<file path="src/rtl/log_mul_div_sched.sv">
// Controller and shared-access scheduler for the log-scale multiply/divide unit: streams the
// log2/exp2 LUT in from a ROM, then round-robins requesters onto the unit and routes results back.
module log_mul_div_sched #(
   parameter int unsigned FLOAT_LEN = 16,
   parameter int unsigned MANT_LEN  = 10,
   parameter int unsigned LUT_SIZE  = 128,
   parameter int unsigned PIPE_LAT  = 7,
   parameter int unsigned NUM_REQ   = 2,
   localparam int unsigned AW       = $clog2(LUT_SIZE)
) (
   input  logic                           clk,
   input  logic                           rst,
   input  logic                           lut_load_start,
   output logic [AW-1:0]                  lut_src_addr,
   input  logic [MANT_LEN-1:0]            lut_src_log2,
   input  logic [FLOAT_LEN-1:0]           lut_src_exp2,
   output logic                           lut_ready,
   output logic                           busy,
   input  logic [NUM_REQ-1:0]             req_valid,
   output logic [NUM_REQ-1:0]             req_ready,
   input  logic [NUM_REQ*FLOAT_LEN-1:0]   req_a,
   input  logic [NUM_REQ*FLOAT_LEN-1:0]   req_b,
   input  logic [NUM_REQ-1:0]             req_op,
   output logic [NUM_REQ-1:0]             rsp_valid,
   output logic [FLOAT_LEN-1:0]           rsp_data,
   output logic [FLOAT_LEN-1:0]           u_a,
   output logic [FLOAT_LEN-1:0]           u_b,
   output logic                           u_mul_or_div,
   output logic                           u_lut_wr_en,
   output logic [FLOAT_LEN-1:0]           u_log2_lut_data,
   output logic [FLOAT_LEN-1:0]           u_exp2_lut_data,
   input  logic [FLOAT_LEN-1:0]           u_result
);

   localparam int unsigned IDW = (NUM_REQ > 1) ? $clog2(NUM_REQ) : 1;
   localparam logic [AW:0] CntEnd = (AW+1)'(LUT_SIZE);

   typedef enum logic [1:0] {StIdle, StLoad, StRun, StDrain} state_e;

   state_e                 state_q, state_d;
   logic [AW:0]            cnt_q, cnt_d;
   logic [IDW-1:0]         ptr_q, ptr_d;
   logic                   wr_en_q;
   logic                   addr_vld;
   logic [FLOAT_LEN-1:0]   u_a_q, u_b_q;
   logic                   u_op_q;
   logic [PIPE_LAT:0]      tag_vld_q;
   logic [IDW-1:0]         tag_id_q [PIPE_LAT+1];
   logic [NUM_REQ-1:0]     rsp_valid_q;
   logic [FLOAT_LEN-1:0]   rsp_data_q;

   logic                   gnt_found;
   logic [IDW-1:0]         gnt_id;
   logic                   handshake;
   logic [FLOAT_LEN-1:0]   sel_a, sel_b;
   logic                   sel_op;

   // Round-robin search: outer loop walks priority distance from the pointer.
   always_comb begin
      gnt_found = 1'b0;
      gnt_id    = '0;
      sel_a     = '0;
      sel_b     = '0;
      sel_op    = 1'b0;
      for (int k = 0; k < NUM_REQ; k++) begin
         for (int i = 0; i < NUM_REQ; i++) begin
            if (!gnt_found && req_valid[i] && ((int'(ptr_q) + k) % NUM_REQ) == i) begin
               gnt_found = 1'b1;
               gnt_id    = IDW'(i);
               sel_a     = req_a[i*FLOAT_LEN +: FLOAT_LEN];
               sel_b     = req_b[i*FLOAT_LEN +: FLOAT_LEN];
               sel_op    = req_op[i];
            end
         end
      end
      handshake = (state_q == StRun) && gnt_found;
      req_ready = handshake ? (NUM_REQ'(1) << gnt_id) : '0;
      ptr_d     = handshake ? IDW'((int'(gnt_id) + 1) % NUM_REQ) : ptr_q;
   end

   always_comb begin
      state_d  = state_q;
      cnt_d    = cnt_q;
      unique case (state_q)
         StIdle:  if (lut_load_start) state_d = StLoad;
         StLoad: begin
            if (cnt_q == CntEnd) begin
               state_d = StRun;
               cnt_d   = '0;
            end else begin
               cnt_d = cnt_q + 1'b1;
            end
         end
         StRun:   if (lut_load_start) state_d = StDrain;
         StDrain: if (tag_vld_q == '0) state_d = StLoad;
         default: state_d = StIdle;
      endcase
   end

   assign addr_vld = (state_q == StLoad) && (cnt_q != CntEnd);

   always_ff @(posedge clk) begin
      if (rst) begin
         state_q     <= StIdle;
         cnt_q       <= '0;
         ptr_q       <= '0;
         wr_en_q     <= 1'b0;
         u_a_q       <= '0;
         u_b_q       <= '0;
         u_op_q      <= 1'b0;
         tag_vld_q   <= '0;
         for (int k = 0; k <= PIPE_LAT; k++) tag_id_q[k] <= '0;
         rsp_valid_q <= '0;
         rsp_data_q  <= '0;
      end else begin
         state_q   <= state_d;
         cnt_q     <= cnt_d;
         ptr_q     <= ptr_d;
         wr_en_q   <= addr_vld;
         u_a_q     <= handshake ? sel_a : '0;
         u_b_q     <= handshake ? sel_b : '0;
         u_op_q    <= handshake & sel_op;
         tag_vld_q <= {tag_vld_q[PIPE_LAT-1:0], handshake};
         tag_id_q[0] <= gnt_id;
         for (int k = 1; k <= PIPE_LAT; k++) tag_id_q[k] <= tag_id_q[k-1];
         // Last tag stage lines up with the unit's result cycle.
         rsp_valid_q <= tag_vld_q[PIPE_LAT] ? (NUM_REQ'(1) << tag_id_q[PIPE_LAT]) : '0;
         if (tag_vld_q[PIPE_LAT]) rsp_data_q <= u_result;
      end
   end

   assign lut_src_addr    = cnt_q[AW-1:0];
   assign lut_ready       = (state_q == StRun);
   assign busy            = (state_q == StLoad) || (state_q == StDrain);
   assign u_lut_wr_en     = wr_en_q;
   assign u_log2_lut_data = wr_en_q ? {{(FLOAT_LEN-MANT_LEN){1'b0}}, lut_src_log2} : '0;
   assign u_exp2_lut_data = wr_en_q ? lut_src_exp2 : '0;
   assign u_a             = u_a_q;
   assign u_b             = u_b_q;
   assign u_mul_or_div    = u_op_q;
   assign rsp_valid       = rsp_valid_q;
   assign rsp_data        = rsp_data_q;

endmodule

</file>
<file path="config.mk">
export PLATFORM = sky130hd
export DESIGN_NAME = log_mul_div_sched
export DESIGN_NICKNAME = d
export VERILOG_FILES = /design/src/rtl/log_mul_div_sched.sv
export SDC_FILE = /design/constraint.sdc
export NUM_CORES = 1
export LEC_CHECK = 0
export ABC_CLOCK_PERIOD_IN_PS = 2200
export CAP_MARGIN = 25
export CORE_MARGIN = 4
export CORE_UTILIZATION = 35
export CTS_CLUSTER_DIAMETER = 60
export DETAILED_ROUTE_END_ITERATION = 8
export MAX_ROUTING_LAYER = met4
export PLACE_DENSITY = 0.79
export SETUP_SLACK_MARGIN = 0.4
export SLEW_MARGIN = 30
export SYNTH_ARGS = -nofsm -noshare
export SYNTH_HDL_FRONTEND = slang
export SYNTH_SLANG_ARGS = --single-unit
</file>
<file path="constraint.sdc">
create_clock -name clk -period 2.2 [get_ports clk]
set_input_delay 0.22 -clock clk [delete_from_list [all_inputs] [get_ports clk]]
set_output_delay 0.22 -clock clk [all_outputs]
set_load 0.05 [all_outputs]
</file>
Figure 1. Cells coloured by class.
The bar under the picture is 20 µm long.
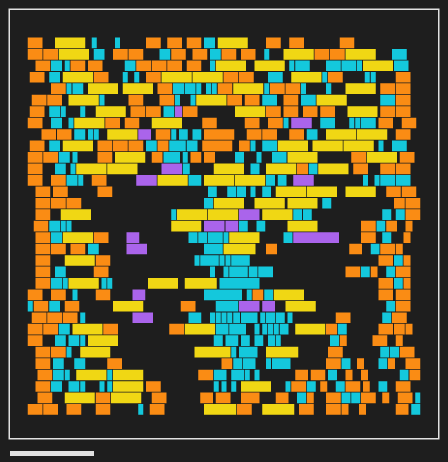
- other buffers and delay cells: orange (cells 209)
- all other logic: cyan (cells 216)
- flops: yellow (cells 79)
- clock drivers and dummy loads: purple (cells 16)

Figure 2. Sequential cells coloured by netlist name.
The bar under the picture is 20 µm long.
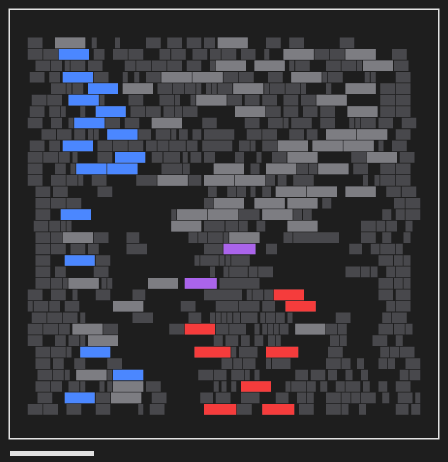
- `u_b`: blue (sequential cells 16)
- `state_q`: purple (sequential cells 2)
- `cnt_q`: red (sequential cells 8; where bottom middle)

Figure 3. Routed metal, one colour a layer.
The bar under the picture is 20 µm long. Only two layers are drawn.
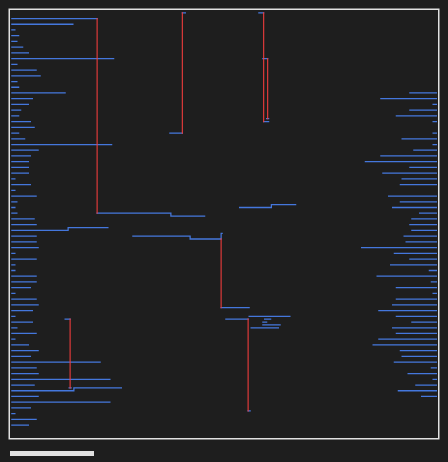
- met3: blue (wire length 951 µm)
- met4: red (wire length 169 µm)

Figure 4. Selected gate families.
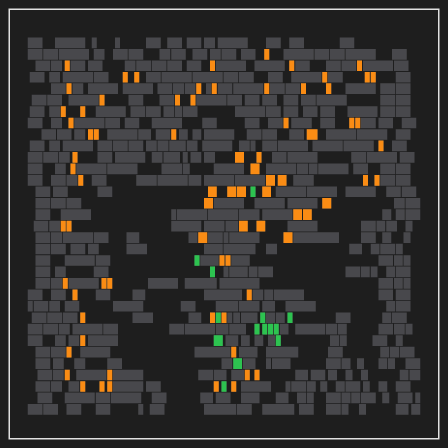
- NOR gates: orange (cells 76; most used nor2_1; where widely spread)
- NAND gates: green (cells 14; most used nand2_1; where bottom middle)

Figure 5. Track usage over the die.
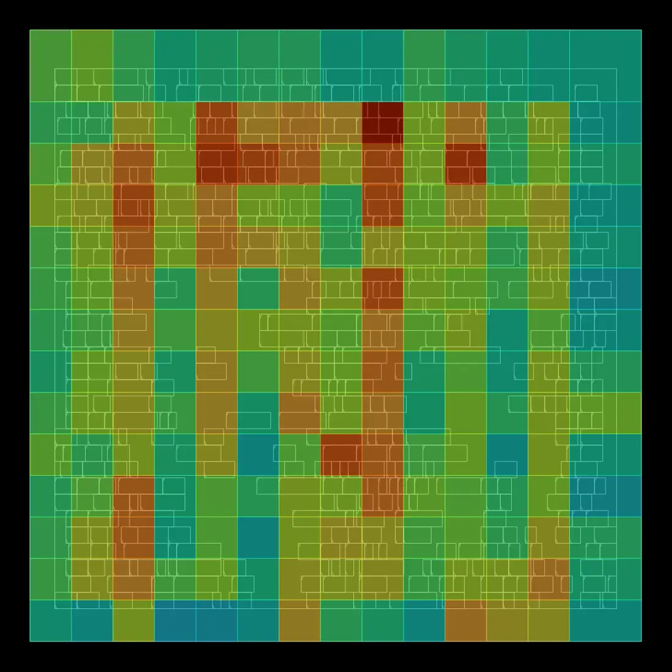
most congested layer reported by global routing: met2
met2 routing resource usage after global routing: 29.5%
GRT Total Usage: 17.0%

==> summary.json <==
{
  "status": "completed",
  "worst-endpoint-required_ns": 2.42,
  "pwr-share-comb_pct": 36.3,
  "setup_viol": 0,
  "number_of_global_route_vias_before_repair": 2873,
  "numClockSinks": 79,
  "yosysSeqAreaShare_pct": 51.5,
  "ant_nets": 0,
  "rows": 33,
  "design.die.area_mm2": 0.0103,
  "fin_skew_ns": 0.0109,
  "place.detailed.hpwl_um": 7000,
  "flop_cell": "dfxtp_1",
  "pin_count_of_the_biggest_net_entering_global_routing": 35,
  "totalWireLength_um": 8880,
  "synthesis.area_mm2": 0.00307,
  "route.detailed.wl_per_inst_um": 14.2,
  "maximum_number_of_buffers_from_clock_root_to_sink": 2,
  "worst-endpoint-arrival_ns": 2.02,
  "core_area_mm2": 0.00838,
  "power_frac_seq_pct": 37.7,
  "openroad.warnings": 33,
  "path_class": "register to register",
  "finalNonFillerCells": 625,
  "cts_buffers": 9,
  "postSynthRegisterBits": 79,
  "sort_of_element_at_the_start_of_the_critical_path": "register",
  "placedInstanceArea_mm2": 0.00512,
  "fin_crit_sh_pct": 81.7,
  "totalPowerFinal_uw": 4180,
  "layout-drive-gt1-share_pct": 12.7,
  "worstReg2RegStart": "cnt_q[2]",
  "yosys_area_mm2": 0.00307,
  "power.density_cell_area_mw_per_mm2": 793,
  "timing.fmax_mhz": 556,
  "fin_setup_tns_ns": 0,
  "detail_route.first_pass.iterations": 4,
  "lay_top_count": "clkdlybuf4s50_1",
  "yosys-stat-cells": 321,
  "finalInstanceArea_mm2": 0.00527,
  "gp_congestion": 0.793,
  "overflow": 0,
  "cap_violations": 0,
  "p_sw_share_pct": 36.8,
  "boundaryPins": 208,
  "drt_drc_violations_left": 0,
  "die-width_um": 102,
  "timing_worst_slew_pin_value_ns": 0.531,
  "clkLatencyLatePin_ns": 0.34,
  "syn_avg_cell_area_um2": 9.56,
  "drt_iter0_markers": 98,
  "flow.area_growth_from_synthesis_pct": 71.8,
  "unrepaired_setup_endpoints_after_global_routing": "yes",
  "vias_per_cell": 4.61,
  "finalCriticalPeriod_ns": 1.80,
  "max-vdd-ir-drop_mv": 0.377,
  "total_number_of_vias": 2884,
  "chipHeight_um": 102,
  "grt_antenna_before_repair": 0,
  "tritoncts": "done",
  "portBuffers": 201,
  "cts.htree.levels": 3,
  "cts-hold-fix-buffers": 0,
  "timing.hold.worst.start": "tag_id_q[1][3]",
  "cts-root-buf": "clkbuf_8",
  "antenna-diode-count": 0,
  "timing.critical_path.to_type": "register",
  "worst_slew_margin_rel_pct": 64.5,
  "netlist_instances": 321,
  "power.leakage_uw": 0.00211,
  "initial_utilization_pct": 36.6,
  "placed_cells_incl_taps": 607,
  "power_frac_clock_pct": 26.0,
  "layout.nets": 635,
  "hold_violations": 0,
  "final_max_slew_viol_count": 0,
  "worstHoldPathType": "register to register",
  "grt_first_pass_wirelength_um": 13400,
  "peak_fanout_along_the_critical_path": 4,
  "internal_power_uw": 2640,
  "postSynth.asyncResetShare_pct": 0,
  "cts.clk_slew.worst_paths_ns": 0.09,
  "post_synth_edffs": 0,
  "net-switching-power_uw": 1540,
  "synthDistinctLibCells": 34,
  "yosysWarnings": 0,
  "final_layout_top_logic_cells": "clkdlybuf4s50_1 (165), dfxtp_1 (73), nor2_1 (59), a22oi_1 (33), and2_1 (29)",
  "start_point_of_the_critical_path": "cnt_q[2]"
}
-- state kept, by name, summed over array words and instances, names as in the netlist --
signal,count
rsp_data,16
cnt_q,8
ptr_q,1
u_lut_wr_en,1
tag_vld_q,8
u_mul_or_div,1
state_q,2
u_a,16
tag_id_q,8
rsp_valid,2
u_b,16
-- cells in the mapped netlist (3+ instances only) --
master	number	share of area, %
dfxtp_1	79	52
a31oi_1	4	0.82
and2_1	29	5.9
clkbuf_1	16	2.0
xor2_1	3	0.86
inv_1	8	0.98
buf_4	13	3.2
a22oi_1	33	8.1
nor2b_1	14	2.9
nor2_1	59	7.2
ha_1	7	2.9
nand2_1	12	1.5
mux2i_1	17	5.5
-- per-stage QoR --
stage | utilization [%] | hold WS (ns) | setup slack, ns
finish | 62.9 | 0.413 | 0.403
global route | 62.9 | 0.418 | 0.359
CTS | 63.6 | 0.417 | 0.381
detailed placement | 61.1 | 0.409 | 0.355
global placement | 61.1 | 0.401 | 0.378
floorplan | - | 0.335 | 0.439
-- worst max-delay path: stages, from the launching register on --
cell and delay (ns):
dfxtp_4 0.36, or3_4 0.39, or3_4 0.35, a221oi_4 0.26, mux2_4 0.32
-- routing by layer --
layer,vias up,routed length (µm),global-route usage (%)
li1,1444,-,-
met1,1276,3350,18.0
met5,-,0,-
met4,0,169,6.85
met2,150,4410,29.5
met3,14,950,5.10
-- power by group through the flow --
stage	sequential, µW	clock, µW	combinational (µW)
floorplan	1740	0	836
global placement	1600	0	1520
detailed placement	1600	0	1540
CTS	1570	1120	1540
global route	1590	1180	1620
finish	1580	1090	1520
-- kinds of logic after synthesis --
logic type / count (synthesis) / synth area share (%)
AND/OR/NAND/NOR: 126 / 20.2
flip-flops: 79 / 51.5
AND-OR/OR-AND: 46 / 11.6
buffers and inverters: 39 / 6.40
multiplexers: 18 / 5.91
adder cells (fa/ha/maj): 7 / 2.85
XOR/XNOR: 5 / 1.43
other: 1 / 0.122
-- worst paths after layout --
check	end	depth (start not counted)	slack, ns
hold / removal	rsp_valid[0]	1	0.41
hold reg to reg	rsp_valid[0]	1	0.41
setup / recovery	state_q[0]	4	0.40
setup reg to reg	state_q[0]	4	0.40
-- what timing repair did --
| action | CTS | global route |
|---|---|---|
| buffers inserted | 2 | 0 |
| setup endpoints to repair | 31 | 28 |
| pin swaps | 1 | 1 |
| resized | 33 | 47 |
-- cell type report --
class / count / area, µm²
inverter: 8 / 30.0
multi-input combinational: 208 / 1340
clock inverter: 7 / 78.8
clock buffer: 9 / 124
tap: 105 / 131
fill: 688 / 3110
sequential: 79 / 1590
timing repair buffer: 209 / 1980
Power and IR drop assume default switching activity.
